==> images/layer_met1.png <==
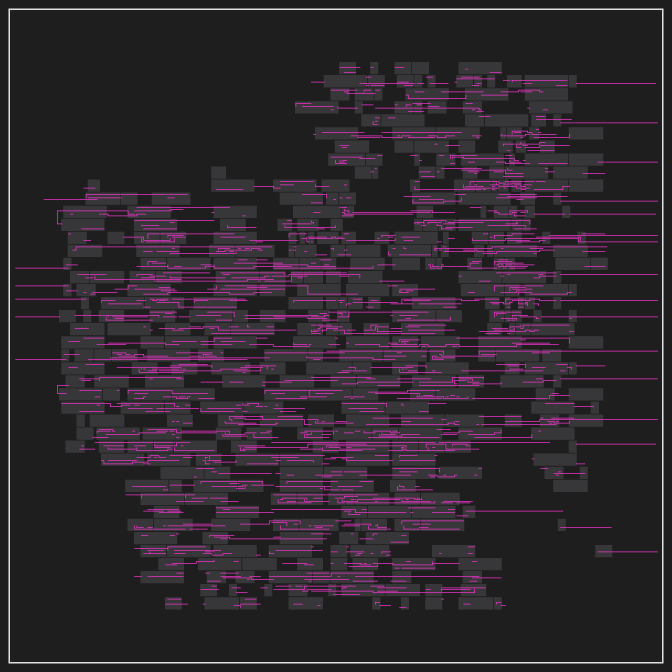
==> images/layer_met2.png <==
Bar = 50 um.
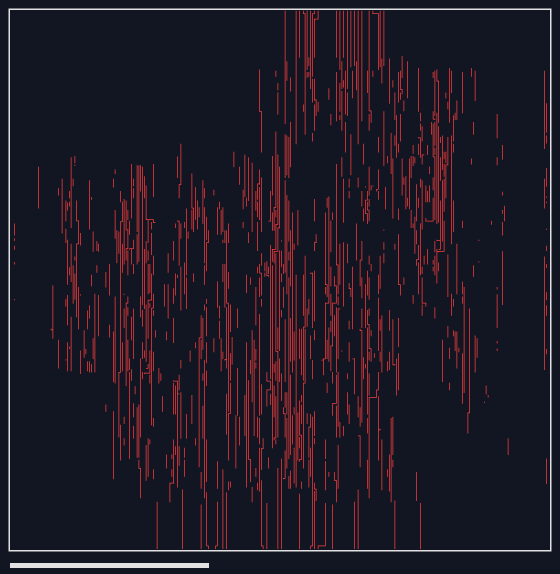
[config.mk]
export PLATFORM = sky130hd
export DESIGN_NAME = gcd_requester_flat
export DESIGN_NICKNAME = d
export VERILOG_FILES = /design/src/rtl/gcd_pkg.sv /design/src/rtl/gcd_requester_if.sv /design/src/rtl/gcd_req_fifo.sv /design/src/rtl/gcd_requester.sv /design/src/flat_wrapper.sv
export SDC_FILE = /design/constraint.sdc
export NUM_CORES = 1
export LEC_CHECK = 0
export CAP_MARGIN = 40
export CORE_MARGIN = 10
export CORE_UTILIZATION = 38
export DETAILED_ROUTE_END_ITERATION = 8
export PLACE_DENSITY_LB_ADDON = 0.3
export RECOVER_POWER = 100
export SLEW_MARGIN = 20
export SYNTH_ARGS = -nofsm -noshare
export SYNTH_HDL_FRONTEND = slang
export SYNTH_SLANG_ARGS = --single-unit
[constraint.sdc]
create_clock -name clk -period 1.9 [get_ports clk]
set_input_delay 0.38 -clock clk [delete_from_list [all_inputs] [get_ports clk]]
set_output_delay 0.38 -clock clk [all_outputs]
set_load 0.1 [all_outputs]
[src/rtl/gcd_pkg.sv]
// Shared types for the GCD requester: FSM state encoding and the operand-pair record
// carried through the request FIFO and the in-flight hold register.
package gcd_pkg;

  localparam int GCD_WL = 8;

  typedef enum logic [1:0] {
    IDLE    = 2'd0,
    ISSUE   = 2'd1,
    WAIT    = 2'd2,
    DELIVER = 2'd3
  } gcd_state_e;

  typedef struct packed {
    logic [GCD_WL-1:0] a;
    logic [GCD_WL-1:0] b;
  } operand_pair_t;

endpackage

[src/rtl/gcd_requester_if.sv]
// Host, GCD-unit and completion handshakes of the requester; master is the requester
// view, slave is the view of the logic surrounding it.
interface gcd_requester_if #(
  parameter int WL = 8
);
  logic          cmd_val;
  logic          cmd_rdy;
  logic [WL-1:0] cmd_a;
  logic [WL-1:0] cmd_b;
  logic          ops_val;
  logic          ops_rdy;
  logic [WL-1:0] ops_a;
  logic [WL-1:0] ops_b;
  logic          res_val;
  logic          res_rdy;
  logic [WL-1:0] res_data;
  logic          out_val;
  logic          out_rdy;
  logic [WL-1:0] out_a;
  logic [WL-1:0] out_b;
  logic [WL-1:0] out_gcd;

  modport master (
    input  cmd_val, cmd_a, cmd_b, ops_rdy, res_val, res_data, out_rdy,
    output cmd_rdy, ops_val, ops_a, ops_b, res_rdy, out_val, out_a, out_b, out_gcd
  );

  modport slave (
    output cmd_val, cmd_a, cmd_b, ops_rdy, res_val, res_data, out_rdy,
    input  cmd_rdy, ops_val, ops_a, ops_b, res_rdy, out_val, out_a, out_b, out_gcd
  );
endinterface

[src/rtl/gcd_req_fifo.sv]
// Request FIFO of operand pairs. Full/empty come only from the registered pointers,
// so a pop never makes room for a push in the same cycle.
module gcd_req_fifo
  import gcd_pkg::*;
#(
  parameter int WL    = GCD_WL,
  parameter int DEPTH = 4
) (
  input  logic            clk,
  input  logic            rst_b,
  input  logic            push_i,
  input  logic [2*WL-1:0] wdata_i,
  input  logic            pop_i,
  output logic            full_o,
  output logic            empty_o,
  output logic [2*WL-1:0] head_o
);
  localparam int AW = $clog2(DEPTH);

  operand_pair_t mem_q [DEPTH];
  logic [AW:0]   wr_ptr_q;
  logic [AW:0]   rd_ptr_q;

  assign empty_o = (wr_ptr_q == rd_ptr_q);
  assign full_o  = (wr_ptr_q[AW] != rd_ptr_q[AW]) &&
                   (wr_ptr_q[AW-1:0] == rd_ptr_q[AW-1:0]);
  assign head_o  = mem_q[rd_ptr_q[AW-1:0]];

  // Storage and pointers; the extra pointer bit separates full from empty.
  always_ff @(posedge clk or negedge rst_b) begin
    if (!rst_b) begin
      wr_ptr_q <= '0;
      rd_ptr_q <= '0;
      for (int i = 0; i < DEPTH; i++) begin
        mem_q[i] <= '0;
      end
    end else begin
      if (push_i && !full_o) begin
        mem_q[wr_ptr_q[AW-1:0]] <= operand_pair_t'(wdata_i);
        wr_ptr_q                <= wr_ptr_q + (AW+1)'(1);
      end
      if (pop_i && !empty_o) begin
        rd_ptr_q <= rd_ptr_q + (AW+1)'(1);
      end
    end
  end
endmodule

[src/rtl/gcd_requester.sv]
// Initiator for the GCD unit: queues host operand pairs, issues one at a time, and
// returns each result to the host together with the operands that produced it.
module gcd_requester
  import gcd_pkg::*;
#(
  parameter int WL      = GCD_WL,
  parameter int DEPTH   = 4,
  parameter int COUNT_W = 16
) (
  input  logic               clk,
  input  logic               rst_b,
  gcd_requester_if.master    bus,
  output logic [COUNT_W-1:0] done_cnt
);
  gcd_state_e         state_q, state_d;
  operand_pair_t      hold_q, hold_d;
  logic [WL-1:0]      gcd_q, gcd_d;
  logic [COUNT_W-1:0] cnt_q, cnt_d;
  logic [2*WL-1:0]    head_raw_s;
  operand_pair_t      head_s;
  logic               full_s;
  logic               empty_s;
  logic               pop_s;

  gcd_req_fifo #(
    .WL    (WL),
    .DEPTH (DEPTH)
  ) u_fifo (
    .clk     (clk),
    .rst_b   (rst_b),
    .push_i  (bus.cmd_val),
    .wdata_i ({bus.cmd_a, bus.cmd_b}),
    .pop_i   (pop_s),
    .full_o  (full_s),
    .empty_o (empty_s),
    .head_o  (head_raw_s)
  );

  assign head_s = operand_pair_t'(head_raw_s);

  // Next-state logic; the hold register captures the head as it is popped.
  always_comb begin
    state_d = state_q;
    hold_d  = hold_q;
    gcd_d   = gcd_q;
    cnt_d   = cnt_q;
    pop_s   = 1'b0;
    case (state_q)
      IDLE: begin
        if (!empty_s) state_d = ISSUE;
        else          state_d = IDLE;
      end
      ISSUE: begin
        if (bus.ops_rdy) begin
          pop_s   = 1'b1;
          hold_d  = head_s;
          state_d = WAIT;
        end else begin
          state_d = ISSUE;
        end
      end
      WAIT: begin
        if (bus.res_val) begin
          gcd_d   = bus.res_data;
          state_d = DELIVER;
        end else begin
          state_d = WAIT;
        end
      end
      DELIVER: begin
        if (bus.out_rdy) begin
          cnt_d   = cnt_q + COUNT_W'(1);
          state_d = empty_s ? IDLE : ISSUE;
        end else begin
          state_d = DELIVER;
        end
      end
      default: state_d = IDLE;
    endcase
  end

  // State, in-flight operands, latched result and completion counter.
  always_ff @(posedge clk or negedge rst_b) begin
    if (!rst_b) begin
      state_q <= IDLE;
      hold_q  <= '0;
      gcd_q   <= '0;
      cnt_q   <= '0;
    end else begin
      state_q <= state_d;
      hold_q  <= hold_d;
      gcd_q   <= gcd_d;
      cnt_q   <= cnt_d;
    end
  end

  assign bus.cmd_rdy = !full_s;
  assign bus.ops_val = (state_q == ISSUE);
  assign bus.res_rdy = (state_q == WAIT);
  assign bus.out_val = (state_q == DELIVER);
  assign bus.ops_a   = head_s.a;
  assign bus.ops_b   = head_s.b;
  assign bus.out_a   = hold_q.a;
  assign bus.out_b   = hold_q.b;
  assign bus.out_gcd = gcd_q;
  assign done_cnt    = cnt_q;
endmodule

[src/flat_wrapper.sv]
// flat-port wrapper written by rule: the top's interface ports become plain ports
module gcd_requester_flat import gcd_pkg::*;
#(
  parameter int WL      = GCD_WL,
  parameter int DEPTH   = 4,
  parameter int COUNT_W = 16
)
  (clk, rst_b, done_cnt, bus_cmd_val, bus_cmd_a, bus_cmd_b, bus_ops_rdy, bus_res_val, bus_res_data, bus_out_rdy, bus_cmd_rdy, bus_ops_val, bus_ops_a, bus_ops_b, bus_res_rdy, bus_out_val, bus_out_a, bus_out_b, bus_out_gcd);
  gcd_requester_if #(.WL(WL)) bus_i ();
  input  logic clk;
  input  logic rst_b;
  output logic [COUNT_W-1:0] done_cnt;
  input wire logic [$bits(bus_i.cmd_val)-1:0] bus_cmd_val;
  input wire logic [$bits(bus_i.cmd_a)-1:0] bus_cmd_a;
  input wire logic [$bits(bus_i.cmd_b)-1:0] bus_cmd_b;
  input wire logic [$bits(bus_i.ops_rdy)-1:0] bus_ops_rdy;
  input wire logic [$bits(bus_i.res_val)-1:0] bus_res_val;
  input wire logic [$bits(bus_i.res_data)-1:0] bus_res_data;
  input wire logic [$bits(bus_i.out_rdy)-1:0] bus_out_rdy;
  output wire logic [$bits(bus_i.cmd_rdy)-1:0] bus_cmd_rdy;
  output wire logic [$bits(bus_i.ops_val)-1:0] bus_ops_val;
  output wire logic [$bits(bus_i.ops_a)-1:0] bus_ops_a;
  output wire logic [$bits(bus_i.ops_b)-1:0] bus_ops_b;
  output wire logic [$bits(bus_i.res_rdy)-1:0] bus_res_rdy;
  output wire logic [$bits(bus_i.out_val)-1:0] bus_out_val;
  output wire logic [$bits(bus_i.out_a)-1:0] bus_out_a;
  output wire logic [$bits(bus_i.out_b)-1:0] bus_out_b;
  output wire logic [$bits(bus_i.out_gcd)-1:0] bus_out_gcd;
  assign bus_i.cmd_val = bus_cmd_val;
  assign bus_i.cmd_a = bus_cmd_a;
  assign bus_i.cmd_b = bus_cmd_b;
  assign bus_i.ops_rdy = bus_ops_rdy;
  assign bus_i.res_val = bus_res_val;
  assign bus_i.res_data = bus_res_data;
  assign bus_i.out_rdy = bus_out_rdy;
  assign bus_cmd_rdy = bus_i.cmd_rdy;
  assign bus_ops_val = bus_i.ops_val;
  assign bus_ops_a = bus_i.ops_a;
  assign bus_ops_b = bus_i.ops_b;
  assign bus_res_rdy = bus_i.res_rdy;
  assign bus_out_val = bus_i.out_val;
  assign bus_out_a = bus_i.out_a;
  assign bus_out_b = bus_i.out_b;
  assign bus_out_gcd = bus_i.out_gcd;
  gcd_requester #(.WL(WL), .DEPTH(DEPTH), .COUNT_W(COUNT_W)) u_core (.clk(clk), .rst_b(rst_b), .bus(bus_i), .done_cnt(done_cnt));
endmodule
==> impl_results.rst <==
Physical design figures
=======================

.. list-table::
   :header-rows: 1

   * - Metric
     - Value
   * - Synthesized-area fraction occupied by xor and xnor cells
     - 0.0444
   * - Number of setup violations in the final report
     - 81
   * - Endpoint, Worst Hold
     - u_core.done_cnt[15]
   * - Number of global-route vias before repair
     - 3,271
   * - Setup tns final
     - -4640 ps
   * - Busiest layer in global routing
     - met2
   * - Combinational gate area
     - 2210 um^2
   * - Clock latency reported for the late side of the worst-skew pair
     - 360 ps
   * - Multi-input gate count
     - 181
   * - Capture point of the worst path
     - bus_ops_b[4]
   * - Final-stage net count
     - 460
   * - Most repeated cell in the gate-level netlist after synthesis
     - sky130_fd_sc_hd__dfrtp_1
   * - AND-OR/OR-AND Cells, Area Fraction
     - 0.00883
   * - Number of non-clock inverters in the layout
     - 4
   * - Total die size
     - 18,500 um^2
   * - Status
     - finished, violations left
   * - Fraction of standard cell area in multi-input logic
     - 0.321
   * - Total inserted antenna cells
     - 0
   * - Number of buffers inserted during clock tree synthesis
     - 9
   * - Wire length of the first global-routing pass
     - 18,200 um
   * - Average routed wire per standard cell
     - 19.1 um
   * - Ys async rst share
     - 1.00
   * - Final Hold Violating Endpoints
     - 0
   * - Required time at the endpoint of the critical path
     - 1520 ps
   * - RSZ-0062 raised after global routing
     - yes
   * - Die height
     - 136 um
   * - Start of the worst register-to-register path
     - u_core.u_fifo.rd_ptr_q[0]
   * - Top sig layer
     - met4
   * - Hold-fix buffers at CTS
     - 1
   * - Largest fanout on the critical path
     - 8
   * - Sequential cell area
     - 2800 um^2
   * - Setup WS post-layout
     - -193 ps
   * - Layout buffering overhead excluding clock cells
     - 0.191
   * - Reg-to-reg slack, setup
     - -60 ps
   * - Design Area, Final
     - 6890 um^2
   * - Clock tree from TritonCTS
     - built
   * - Simple-Gate Fraction of Synth Area
     - 0.0446
   * - Post-layout min period
     - 2090 ps
   * - Number of instances resized during post-cts repair
     - 31
   * - Fraction of final layout cells sized beyond drive strength 1
     - 0.510
   * - Count of state elements after synthesis
     - 112
   * - Largest cell class
     - sequential cells
   * - Met1 Wirelength
     - 5180 um
   * - Relative slew slack
     - 0.542
   * - Initial Util
     - 0.387
   * - Sequential area share after synthesis
     - 0.549
   * - Setup Slack @ Placement
     - -57.1 ps
   * - Filler Cell Count
     - 1,089
   * - Slew at the pin closest to its max-slew limit
     - 686 ps
   * - Capturing point of the worst reg2reg path
     - u_core.u_fifo.mem_q[2]
   * - Violations in the final reports
     - setup timing
   * - Post-synth tally of flip-flops with integrated enable
     - 0
   * - Post-layout utilization of the core
     - 0.523
   * - Max reg flops
     - 64
   * - H-Tree Level Count
     - 3
   * - Global Route met3 Usage
     - 0.0384
   * - Register ranked first by flip-flop count
     - u_core.u_fifo.mem_q
   * - Number of port buffers
     - 89
   * - Hpwl dp
     - 7880 um
Back to the opening pictures, layer_met1.png:
- wire length on this layer: 5,180 um
- main direction: horizontal
- longest straight run: 40.7 um
- share of all routed wire: 45%
- nets with wire on the layer: 415
met1 track demand over resource in global routing: 0.158
detailed-route via count: 2,998
Post-Route WL: 11,600 um

Back to the opening pictures, layer_met2.png:
- nets with wire on the layer: 435
- wire length on this layer: 5,600 um
- share of all routed wire: 48%
GR Layer Usage met2: 0.197

